**src/rtl/p_to_s.sv**
```systemverilog
// Parallel-to-serial word transmitter, LSB first; first bit appears the cycle after accept.
// One-word holding register hides word boundaries; ready_b low freezes data_b/last_b and ready_a drops once H is full.
module p_to_s #(
  parameter int DW = 6
) (
  input  logic          clk,
  input  logic          rst_n,
  input  logic          valid_a,
  input  logic [DW-1:0] data_a,
  output logic          ready_a,
  output logic          valid_b,
  output logic          data_b,
  output logic          last_b,
  input  logic          ready_b
);

  localparam int CW = $clog2(DW);
  localparam logic [CW-1:0] CNT_LAST = CW'(DW - 1);

  typedef enum logic {IDLE, SHIFT} state_t;

  state_t        state_q, state_d;
  logic [DW-1:0] s_q, s_d;
  logic [DW-1:0] h_q, h_d;
  logic [CW-1:0] cnt_q, cnt_d;
  logic          hf_q, hf_d;
  logic          ready_a_q;

  logic busy, at_last, accept, xfer, last_xfer, load_slot;

  assign busy      = (state_q == SHIFT);
  assign at_last   = (cnt_q == CNT_LAST);
  assign accept    = valid_a && ready_a_q;
  assign xfer      = busy && ready_b;
  assign last_xfer = xfer && at_last;
  // The shift slot opens when idle or as the final bit of the current word leaves.
  assign load_slot = !busy || last_xfer;

  always_ff @(posedge clk or negedge rst_n) begin
    if (!rst_n) begin
      state_q <= IDLE;
    end else begin
      state_q <= state_d;
    end
  end

  always_comb begin
    state_d = state_q;
    if (load_slot) begin
      state_d = (hf_q || accept) ? SHIFT : IDLE;
    end
  end

  always_comb begin
    valid_b = busy;
    data_b  = s_q[0];
    last_b  = busy && at_last;
    ready_a = ready_a_q;
  end

  // A held word always wins the slot; ready_a is low whenever hf is set, so no accept collides with it.
  always_comb begin
    s_d   = s_q;
    h_d   = h_q;
    cnt_d = cnt_q;
    hf_d  = hf_q;
    if (load_slot) begin
      if (hf_q) begin
        s_d   = h_q;
        cnt_d = '0;
        hf_d  = 1'b0;
      end else if (accept) begin
        s_d   = data_a;
        cnt_d = '0;
      end
    end else begin
      if (accept) begin
        h_d  = data_a;
        hf_d = 1'b1;
      end
      if (xfer) begin
        s_d   = s_q >> 1;
        cnt_d = cnt_q + CW'(1);
      end
    end
  end

  always_ff @(posedge clk or negedge rst_n) begin
    if (!rst_n) begin
      s_q       <= '0;
      h_q       <= '0;
      cnt_q     <= '0;
      hf_q      <= 1'b0;
      ready_a_q <= 1'b0;
    end else begin
      s_q       <= s_d;
      h_q       <= h_d;
      cnt_q     <= cnt_d;
      hf_q      <= hf_d;
      ready_a_q <= !hf_d;
    end
  end

endmodule

```
**config.mk**
```make
export PLATFORM = sky130hd
export DESIGN_NAME = p_to_s
export DESIGN_NICKNAME = d
export VERILOG_FILES = /design/src/rtl/p_to_s.sv
export SDC_FILE = /design/constraint.sdc
export NUM_CORES = 1
export LEC_CHECK = 0
export ABC_AREA = 1
export CORE_ASPECT_RATIO = 0.75
export CORE_MARGIN = 3
export CORE_UTILIZATION = 35
export CTS_BUF_LIST = sky130_fd_sc_hd__clkbuf_8
export CTS_CLUSTER_DIAMETER = 30
export DETAILED_ROUTE_END_ITERATION = 12
export PLACE_DENSITY = 0.63
export RECOVER_POWER = 100
export SYNTH_ARGS = -nofsm -noshare
export SYNTH_HDL_FRONTEND = slang
export SYNTH_SLANG_ARGS = --single-unit
```
**constraint.sdc**
```tcl
create_clock -name clk -period 1.3 [get_ports clk]
set_input_delay 0.13 -clock clk [delete_from_list [all_inputs] [get_ports clk]]
set_output_delay 0.13 -clock clk [all_outputs]
set_load 0.005 [all_outputs]
```
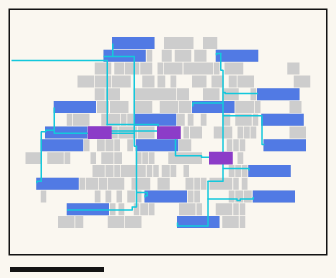
(images/clock_wires.png)
The bar under the picture is 20 um long.
[blue] flip-flops | count: 18
[cyan] clock wires | length: 271 um
[purple] clock-net drivers | count: 3
routed clock nets: 4
later-pin clock latency in the skew report: 0.25 ns
clock-net power: 465 uW

==> out/results.txt <==
Yosys adder share = 2.54%
Static Leak = 0.000733 uW
Synthesized area = 983 um2
Global-route wire length before repair = 3950 um
Cells after synthesis = 118
Post-detail-place hpwl = 1630 um
Sequential Power Share = 30.5%
All-Layer GR Usage = 15.5%
Clock power share = 15.1%
Net switching power = 1160 uW
Worst Path Required = 1.50 ns
Internal power = 1910 uW
Yosys reg bits = 18
YS chip area = 983 um2
Nets@finish = 168
Gate Area = 533 um2
Synth Area in XOR/XNOR = 0.891%
CTS root buffer = clkbuf_8
Top Ports = 14
Seq share, synth = 45.8%
Vias per cell = 4.72
Max-slew violations = 0
Layout cell share with drive strength beyond 1 = 34.8%
Switching share of power = 37.9%
Crit-path max FO = 8
DRC Markers = 0
Dominant cell type by area after synthesis = dfrtp_1
Routed len/inst = 12.0 um
Drt first pass iters = 4
Fmax = 775 MHz
Most frequent CP cell = nand2_2
Min Tclk post-route = 1.29 ns
Reg2Reg Depth = 6
Core area = 2480 um2
Die width = 67.2 um
IO buf count = 13
CTS Buf Count = 3
Combinational fraction of design power = 54.4%
FILL cells = 229
DRT antenna net count = 0
TritonCTS clock tree = built
Slowest-stage cell, CP = dfrtp_1
Crit Reg-Reg Endpoint = cnt_q[0]
HP Class = in -> async
Status = completed
Mean Syn Cell Area = 8.33 um2
Critical path endpoint category = flop
Synthesis Warnings = 0
H-tree depth = 1
Die height = 51.9 um
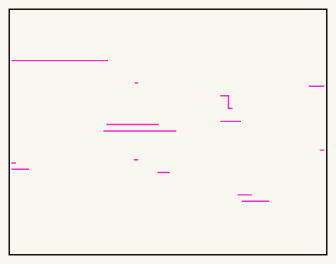
(images/m3.png)
main direction: horizontal
share of all routed wire: 3.3%
WL final: 2270 um
Vias: 893
met3 Track Usage GR: 5.18%

[worst max path at each step]
| stage | start | end | cells past startpoint |
|---|---|---|---|
| 2_1_floorplan | cnt_q[1] | cnt_q[2] | 8 |
| 3_3_place_gp | cnt_q[1] | last_b | 5 |
| 3_5_place_dp | cnt_q[1] | last_b | 5 |
| 4_1_cts | cnt_q[0] | s_q[5] | 7 |
| 5_1_grt | cnt_q[0] | cnt_q[0] | 6 |
| 6_report | cnt_q[0] | cnt_q[0] | 6 |
[registers in the layout, indices dropped and copies added (netlist names)]
register  flops
h_q           6
s_q           6
cnt_q         3
hf_q          1
ready_a       1
valid_b       1
[kinds of logic (layout without fill, tap and decap cells)]
| family | Yosys count | after routing |
|---|---|---|
| and+or+nand+nor | 81 | 81 |
| DFF | 18 | 18 |
| adders and majority gates | 2 | 2 |
| buffers and inverters | 9 | 46 |
| AOI/OAI and AO/OA | 7 | 7 |
| xor gates and xnor gates | 1 | 1 |
[through the flow]
stage	worst slack (ns)	utilization (%)	instances	area (um2)
6_report	0.00903	58.2	189	1440
5_1_grt	-0.0561	58.2	189	1440
4_1_cts	-0.00167	55.9	188	1390
3_5_place_dp	-0.139	52.3	183	1290
3_3_place_gp	-0.0948	52.3	183	1290
2_1_floorplan	0.0265	-	118	983
[power by group through the flow]
stage,Combinational [uW],Sequential [uW],Clock [uW]
2_1_floorplan,809,934,0
3_3_place_gp,1390,931,0
3_5_place_dp,1420,939,0
4_1_cts,1530,936,474
5_1_grt,1870,966,510
6_report,1670,934,465
[cell usage after synthesis]
library cell,count
inv_1,4
nor2_2,1
nand3_1,8
or2_2,3
o21ai_0,7
buf_6,3
nand2_1,55
buf_2,1
nand2_2,2
xnor2_1,1
nor2_1,1
nand3_4,1
dfrtp_1,18
nand2_4,1
nand3_2,9
ha_1,2
inv_2,1
[area by class of cell]
class,count,area share [%]
repair buffers,37,23.7
clock buffers,4,3.82
multi-input cells,91,37.0
flip-flops and latches,18,31.3
inverters,5,1.30
well taps,34,2.95
[worst max-delay path: cells and delay by family (launching register included)]
kind / cells / cell delay (ns)
adders and majority gates: 1 / 0.18
buffers and inverters: 1 / 0.09
and+or+nand+nor: 4 / 0.55
DFF: 1 / 0.41
[routing by layer]
| layer | share of wire, % | global-route usage (%) | vias up |
|---|---|---|---|
| met5 | 0 | 0 | - |
| met4 | 1.3 | 4.04 | 0 |
| met3 | 3.3 | 5.18 | 4 |
| met2 | 48 | 25.1 | 19 |
| met1 | 47 | 19.7 | 420 |
| li1 | - | - | 450 |
[placed cells by master (no fill, tap or decap)]
cell type	Yosys	final
nand2_1	55	52
nor2_1	1	1
or2_4	0	3
dlygate4sd3_1	0	1
buf_4	0	15
nand3_4	1	2
dfrtp_1	18	18
xnor2_1	1	1
nor2_4	0	1
nand3_2	9	9
inv_2	1	2
nand2_2	2	3
ha_2	0	1
o21ai_0	7	5
o21ai_1	0	2
clkdlybuf4s50_1	0	11
clkbuf_2	0	1
ha_4	0	1
inv_1	4	3
nand2_4	1	3
buf_6	3	7
nand3_1	8	7
clkbuf_8	0	4
buf_2	1	1
buf_12	0	1
Power and IR drop assume default switching activity.
